## src/rtl/dmem_arbiter.sv

```systemverilog
// Round-robin arbiter sharing one synchronous-read data RAM between the CPU (port 0)
// and a debug/loader master (port 1) with bounded port-1 burst locking.
module dmem_arbiter #(
  parameter int DATA_W    = 32,
  parameter int ADDR_W    = 32,
  parameter int IDX_W     = 6,
  parameter int MAX_BURST = 8
) (
  input  logic              clk,
  input  logic              reset_n,
  input  logic              m0_req,
  input  logic              m0_we,
  input  logic [ADDR_W-1:0] m0_addr,
  input  logic [DATA_W-1:0] m0_wdata,
  output logic              m0_gnt,
  output logic              m0_rvalid,
  output logic [DATA_W-1:0] m0_rdata,
  input  logic              m1_req,
  input  logic              m1_we,
  input  logic              m1_lock,
  input  logic [ADDR_W-1:0] m1_addr,
  input  logic [DATA_W-1:0] m1_wdata,
  output logic              m1_gnt,
  output logic              m1_rvalid,
  output logic [DATA_W-1:0] m1_rdata,
  output logic              ram_en,
  output logic              ram_we,
  output logic [IDX_W-1:0]  ram_idx,
  output logic [DATA_W-1:0] ram_wdata,
  input  logic [DATA_W-1:0] ram_rdata
);

  localparam int CNT_W = $clog2(MAX_BURST + 1);
  localparam logic [CNT_W-1:0] BURST_MAX = CNT_W'(MAX_BURST);

  typedef enum logic {PORT0 = 1'b0, PORT1 = 1'b1} port_e;

  port_e            last;
  logic [CNT_W-1:0] burst_cnt;
  logic             rd0;
  logic             rd1;
  logic             g0;
  logic             g1;
  logic             unused_addr_bits;

  // Grants are gated by reset so an asynchronous reset drops them immediately.
  always_comb begin
    g0 = 1'b0;
    g1 = 1'b0;
    if (m0_req && m1_req) begin
      if (m1_lock && (last == PORT1) && (burst_cnt < BURST_MAX)) begin
        g1 = 1'b1;
      end else if (last == PORT1) begin
        g0 = 1'b1;
      end else begin
        g1 = 1'b1;
      end
    end else begin
      g0 = m0_req;
      g1 = m1_req;
    end
    if (!reset_n) begin
      g0 = 1'b0;
      g1 = 1'b0;
    end
  end

  always_ff @(posedge clk or negedge reset_n) begin
    if (!reset_n) begin
      last      <= PORT1;
      burst_cnt <= '0;
      rd0       <= 1'b0;
      rd1       <= 1'b0;
    end else begin
      if (g0) begin
        last <= PORT0;
      end else if (g1) begin
        last <= PORT1;
      end
      if (g0 || !m1_lock) begin
        burst_cnt <= '0;
      end else if (g1 && m0_req && (burst_cnt < BURST_MAX)) begin
        burst_cnt <= burst_cnt + CNT_W'(1);
      end
      rd0 <= g0 & ~m0_we;
      rd1 <= g1 & ~m1_we;
    end
  end

  always_comb begin
    ram_en    = g0 | g1;
    ram_we    = 1'b0;
    ram_idx   = '0;
    ram_wdata = '0;
    if (g0) begin
      ram_we    = m0_we;
      ram_idx   = m0_addr[IDX_W+1:2];
      ram_wdata = m0_wdata;
    end else if (g1) begin
      ram_we    = m1_we;
      ram_idx   = m1_addr[IDX_W+1:2];
      ram_wdata = m1_wdata;
    end
  end

  assign m0_gnt    = g0;
  assign m1_gnt    = g1;
  assign m0_rvalid = rd0;
  assign m1_rvalid = rd1;
  assign m0_rdata  = rd0 ? ram_rdata : '0;
  assign m1_rdata  = rd1 ? ram_rdata : '0;

  // Byte offset and bits above the RAM index are deliberately dropped (addresses wrap).
  assign unused_addr_bits = ^{m0_addr[ADDR_W-1:IDX_W+2], m0_addr[1:0],
                              m1_addr[ADDR_W-1:IDX_W+2], m1_addr[1:0]};

endmodule

```

## config.mk

```make
export PLATFORM = sky130hd
export DESIGN_NAME = dmem_arbiter
export DESIGN_NICKNAME = d
export VERILOG_FILES = /design/src/rtl/dmem_arbiter.sv
export SDC_FILE = /design/constraint.sdc
export NUM_CORES = 1
export LEC_CHECK = 0
export ABC_AREA = 0
export CAP_MARGIN = 5
export CORE_AREA = 2 2 106 108
export CTS_CLUSTER_DIAMETER = 120
export DETAILED_ROUTE_END_ITERATION = 8
export DIE_AREA = 0 0 108 110
export PLACE_DENSITY = 0.53
export SYNTH_ARGS = -nofsm -noshare
export SYNTH_HDL_FRONTEND = slang
export SYNTH_SLANG_ARGS = --single-unit
```

## constraint.sdc

```tcl
create_clock -name clk -period 2.85 [get_ports clk]
set_clock_uncertainty 0.05 [all_clocks]
set_input_delay 0.285 -clock clk [delete_from_list [all_inputs] [get_ports clk]]
set_output_delay 0.285 -clock clk [all_outputs]
set_load 0.01 [all_outputs]
```

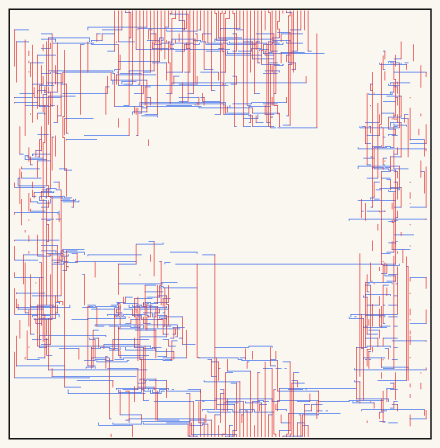
Figure 1: run 1, signal wires by layer.
Two of the layers only.
legend:
  met2:
    color: red
    wire_length: 3550 um
  met1:
    color: blue
    wire_length: 2760 um

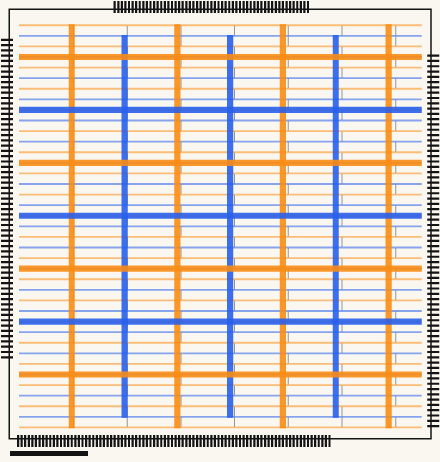
Figure 2: run 1, supply network.
Bar = 20 um. Pins as bars on the die edge. Tap cells in gray.
legend:
  VDD:
    color: blue
  VSS:
    color: orange
rows: 38
met1 rails: 39
met4 straps: 7
signal pins: 275
tap cells: 140
area of the core: 10700 um2
die x size: 108 um
Die Height: 110 um
worst supply voltage drop on vdd: 0.126 mV

==> run notes, run 1 <==
Physical implementation.

- The flow ran to the end, and the final reports show no timing, DRC or antenna violations.
- The clock network power is about 0.00014 W.
- Entering global routing, the biggest net connects 43 pins.
- The number of gates resized after CTS was 0.
- The first-pass GRT wire length is 10.2 mm.
- For this block, wires on met1 add up to between 2 and 3 mm.
- The average via count per standard cell is ~4.2.
- Per the gpl log, the routability congestion estimate is between 0.7 and 0.8.
- The flip-flop cell with the highest count after synthesis is dfrtp_1.
- The measured slew at the worst slew-check pin is a little over 0.5 ns.
- TritonCTS built the clock tree.
- The power dissipated in sequential cells is 0.000110 W.
- The cell repeated most along the worst path is clkdlybuf4s50_1.
- Per the CTS log, the maximum H-tree level is 1.
- The share of total power dissipated in the clock network is 0.198.
- Summing every instance area after synthesis gives ~1300 um2.
- After the last flow step, the layout net total stands at ~540.
- In this run the register-to-register setup slack is 1.15 ns.
- The number of warnings reported in the yosys synthesis log is 0.
- The cell area after placement is around 3700 um2.
- The worst path needs 2.54 ns of the cycle, external delays included.
- The switching share of power is 0.299.
- The global routing usage summed across all routing layers is 0.107.
- ~280 I/O pins were placed.
- The internal portion of the total power is 0.000504 W.
- The main area contributors are and2_1, a32o_1, dfrtp_1.
- The count of final setup violators is 0.
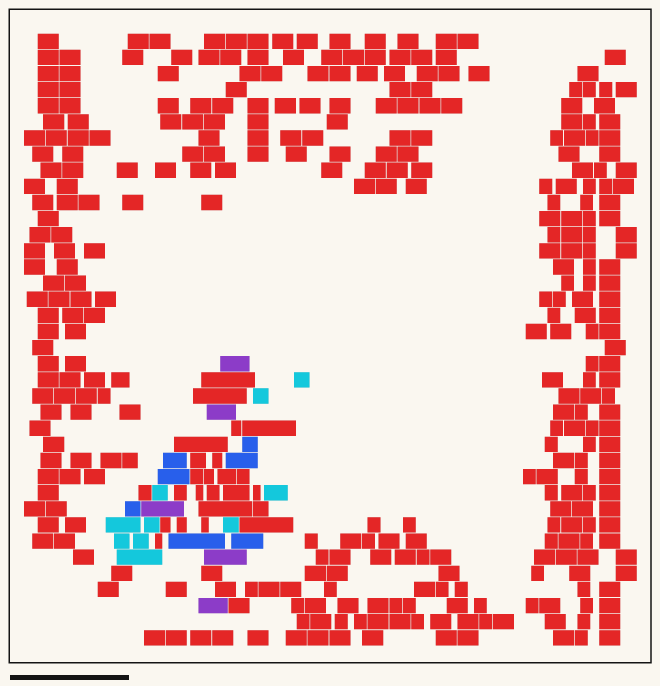
Figure 3: run 1, cell sizes after repair.
Bar = 20 um.
legend:
  drive 1 or less:
    color: red
    cells: 353
    share: 94%
    most_used: clkdlybuf4s50_1
  drive 3 to 4:
    color: cyan
    cells: 10
    share: 2.7%
    most_used: buf_4
  drive 6 and up:
    color: purple
    cells: 5
    share: 1.3%
    most_used: clkbuf_8
  drive 2:
    color: blue
    cells: 7
    share: 1.9%
    most_used: a221oi_2
layout overhead on the synthesized area: 189%
final cell area excluding filler cells: 3750 um2
Worst Slack Setup Final: 0.308 ns

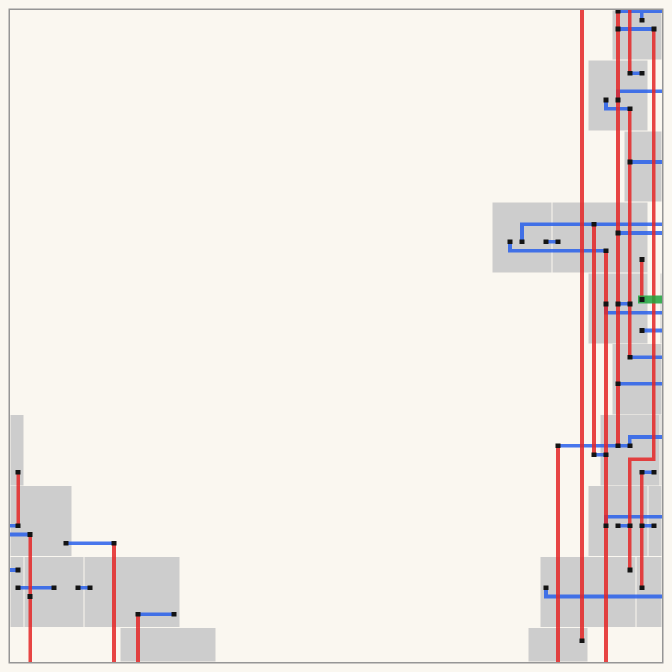
Figure 4: run 1, a small window of the routed layout.
Region (68, 15) to (93, 40) um. Cells in gray, sequential cells in the stronger gray; small squares are vias.
legend:
  met2:
    color: red
  met3:
    color: green
  met1:
    color: blue
cells with their middle in the window: 12
most frequent: and2_1 (7), clkdlybuf4s50_1 (5)
sequential cells in the window: 0

## run 1: worst min-delay path by stage
stage / end / slack (ns) / depth (start not counted)
2_1_floorplan: burst_cnt[0]$_DFFE_PN0P_ / -0.06 / 0
3_3_place_gp: last$_DFFE_PN1P_ / 0.51 / 2
3_5_place_dp: last$_DFFE_PN1P_ / 0.51 / 2
4_1_cts: burst_cnt[1]$_DFFE_PN0P_ / 0.37 / 2
5_1_grt: burst_cnt[1]$_DFFE_PN0P_ / 0.40 / 2
6_report: burst_cnt[1]$_DFFE_PN0P_ / 0.37 / 2
## run 1: sequential cells by signal, indices dropped and copies added, names as in the netlist
name,flops
last,1
burst_cnt,4
m0_rvalid,1
m1_rvalid,1
## run 1: Yosys cell counts (2+ instances only)
cell and count:
nand2b_1 2, and2_1 65, a21oi_1 2, inv_1 2
a32o_1 39, dfrtp_1 6, nor2b_1 2, a221oi_2 2
o21ai_0 2, buf_2 13, clkbuf_1 6, a31oi_1 2
## run 1: cell usage in the layout (no fill, tap or decap), types with 2 or more instances in the layout
master | synthesis | routed
dfrtp_1 | 6 | 6
a21oi_1 | 2 | 2
buf_12 | 0 | 2
and2_1 | 65 | 65
clkdlybuf4s50_1 | 0 | 222
inv_1 | 2 | 2
nand2b_1 | 2 | 2
a32o_1 | 39 | 39
clkbuf_8 | 0 | 3
o21ai_0 | 2 | 2
buf_4 | 0 | 7
nor2b_1 | 2 | 2
a221oi_2 | 2 | 2
## run 1: layout make-up
type | instances | area [um2]
inverters | 2 | 7.51
well taps | 140 | 175
flip-flops and latches | 7 | 176
clock buffers | 4 | 45.0
repair buffers | 231 | 2310
multi-input cells | 131 | 1040
fillers | 1112 | 6940
## run 1: routing by layer
layer  GRT usage  vias up
met4      0.0366        0
li1            -     1043
met1       0.116      977
met5           0        -
met2       0.195      144
met3      0.0382        6
Figure 5. Routing congestion (run 1).
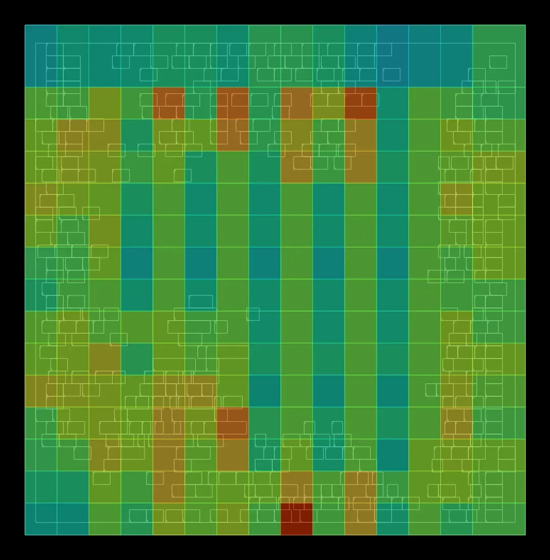

==> run 1 -> run 2 <==
Clock period 2.85 ns to 3.1 ns, I/O delays scaled along.
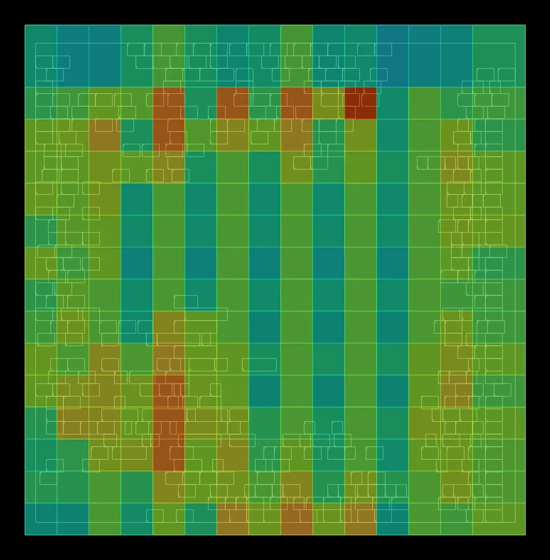
Figure 6: run 2, routing congestion.
met2 layer usage reported by global route: 0.196
routing usage on met1: 0.122
mean routed wirelength per cell: 14.2 um
met3 Track Usage GR: 0.0359
all-layer global routing usage: 0.108

==> run 2 against run 1 <==
  * Total power shrank 9.7%
  * Clock-buffer cell count is the same
  * Hold slack gained 0.033 ns
  * Via count shrank 0.18%
  * Critical path depth shrank 2
  * Worst setup slack lost 0.17 ns
  * Cell count shrank 0.78%
  * Sequential share of layout area is essentially flat
  * Flip-flop count is the same
  * Critical path type unchanged
  * Largest power group unchanged
==> run notes, run 2 <==
Physical implementation.

- The run finished with clean final reports.
- The power dissipated in sequential cells is 0.000108 W.
- The maximum number of pins on one net before global-route repair is approximately 47.
- The proportion of synthesized flip-flops having asynchronous set or reset is 1.00.
- The placement summary gives the final routability congestion estimate as about 0.74.
- The remaining design rule violation count is 0.
- The class of the worst hold path is in -> async.
- The slowest stage cell on the critical path is a21bo_2.
- The width of the chip is 108 um.
- Counting every instance in the synthesized netlist gives 160.
- On the worst setup and hold paths after CTS, the clock-pin slew comes to roughly 0.04 ns.
- In the final report, the number of endpoints failing setup comes to 0.
- The floorplan has 38 rows.
- The switching portion of total power comes to 0.294.
- The share of total power dissipated in the clock network is 0.192.
- The core outline area is around 11000 um2.
- More flip-flops sit in one register than any other, and that register is burst_cnt.
- The number of ports placed on the die boundary is between 200 and 300.
- The number of warnings reported in the yosys synthesis log is 0.
- Before any placement, the netlist area is recorded as 1300 um2.
- The top cell type in the final layout, fill and taps aside, is clkdlybuf4s50_1.
- The clock network power is 0.000125 W.
- The die is 110 um tall.
- The routed layout has between 2000 and 2500 vias.
- After the first detailed-routing iteration, the DRC count stood at 96.
- The script logs the ratio of routed vias to standard cells as 4.24.
- The count of nets after finishing is around 540.
- The internal power contribution is 0.000458 W.
- The number of maximum-capacitance violations is 0.
- The number of flip-flops under the largest register name is 4.
- The number of antenna violations at the first check in global routing was 0.
- Once the clock tree was built, the resizer swapped 0 gates to a different size.
- The worst hold slack is around 0.41 ns.
- The first-pass GRT wire length is around 10 mm.
- The TritonCTS clock tree is yes.
- The most common cell in the synthesized netlist is and2_1.
- Subtracting the final worst setup slack from the clock period gives 2.96 ns.
- The cell repeated most along the worst path is clkdlybuf4s50_1.
- Warnings raised by the tools during the run amount to around 78.
- The measured slew at the worst slew-check pin is a little over 0.9 ns.
- The worst ir drop on vdd is 0.0955 mV.
- The top cell types in the final layout, fill and taps aside, are clkdlybuf4s50_1, and2_1, a32o_1.
- In the post-synthesis netlist, the biggest area contributors are and2_1, a32o_1, dfrtp_1.
- The synthesis run shows the most used standard cells to be and2_1, a32o_1, buf_2.
- The flip-flop cell with the highest count after synthesis is dfrtp_1.
- The number of levels in the clock H-tree is 1.
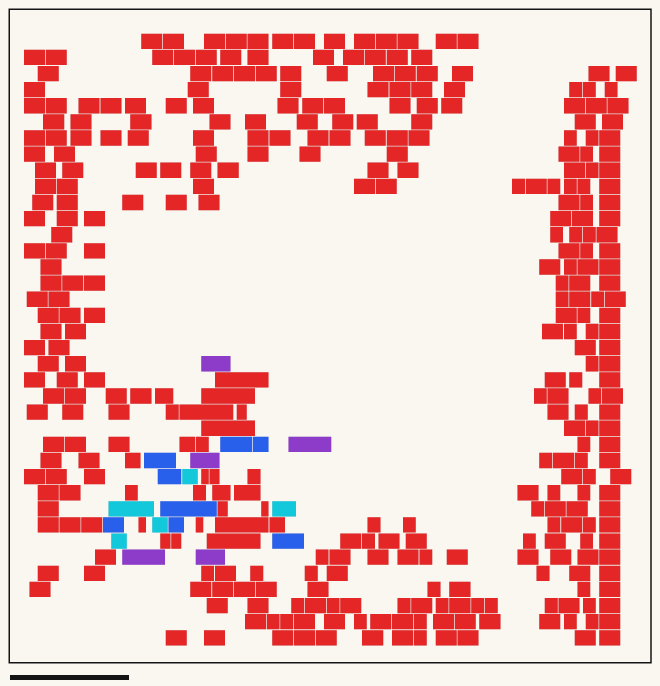
Figure 7: run 2, cell sizes after repair.
Bar = 20 um.
final cell area excluding filler cells: 3720 um2
layout overhead on the synthesized area: 187%

run 2: layout make-up:
cell class	count	area (um2)
well taps	140	175
fillers	1099	6980
clock buffers	4	45.0
repair buffers	227	2280
multi-input cells	131	1030
inverters	2	7.51
flip-flops and latches	7	176
run 2: per-stage QoR:
stage	instance area (um2)	setup slack, ns	std cells	total power [W]
5_1_grt	3720	0.00749	511	0.000690
4_1_cts	3720	0.105	511	0.000657
6_report	3720	0.142	511	0.000649
2_1_floorplan	1300	1.41	160	0.000236
3_3_place_gp	3670	0.123	507	0.000526
3_5_place_dp	3670	0.138	507	0.000527
run 2: worst paths after layout:
path                       cells after the start  slack [ns]        startpoint                        to
max reg2reg                                    2        1.31  last$_DFFE_PN1P_  burst_cnt[1]$_DFFE_PN0P_
min                                            2        0.41           reset_n  burst_cnt[1]$_DFFE_PN0P_
min in group clk                               2        0.51  last$_DFFE_PN1P_          last$_DFFE_PN1P_
max in group asynchronous                      2        2.40           reset_n          last$_DFFE_PN1P_
min reg2reg                                    2        0.51  last$_DFFE_PN1P_          last$_DFFE_PN1P_
max                                            5        0.14           m1_lock             ram_wdata[11]
run 2: per-layer routing:
| metal | share of wire | GRT usage | routed length [um] | vias to the layer above |
|---|---|---|---|---|
| met1 | 0.36 | 0.122 | 2630 | 980 |
| met4 | 0.0069 | 0.0247 | 50 | 0 |
| li1 | - | - | - | 1039 |
| met3 | 0.14 | 0.0359 | 1000 | 4 |
| met5 | 0 | 0 | 0 | - |
| met2 | 0.49 | 0.196 | 3590 | 143 |
run 2: logic make-up after synthesis:
family,Yosys count,share of synthesized area
flip-flops,7,0.136
AND/OR/NAND/NOR,78,0.392
AND-OR/OR-AND,52,0.381
adder cells (fa/ha/maj),1,0.00964
buffers and inverters,22,0.0820
Power is estimated from default activity; no workload was simulated.
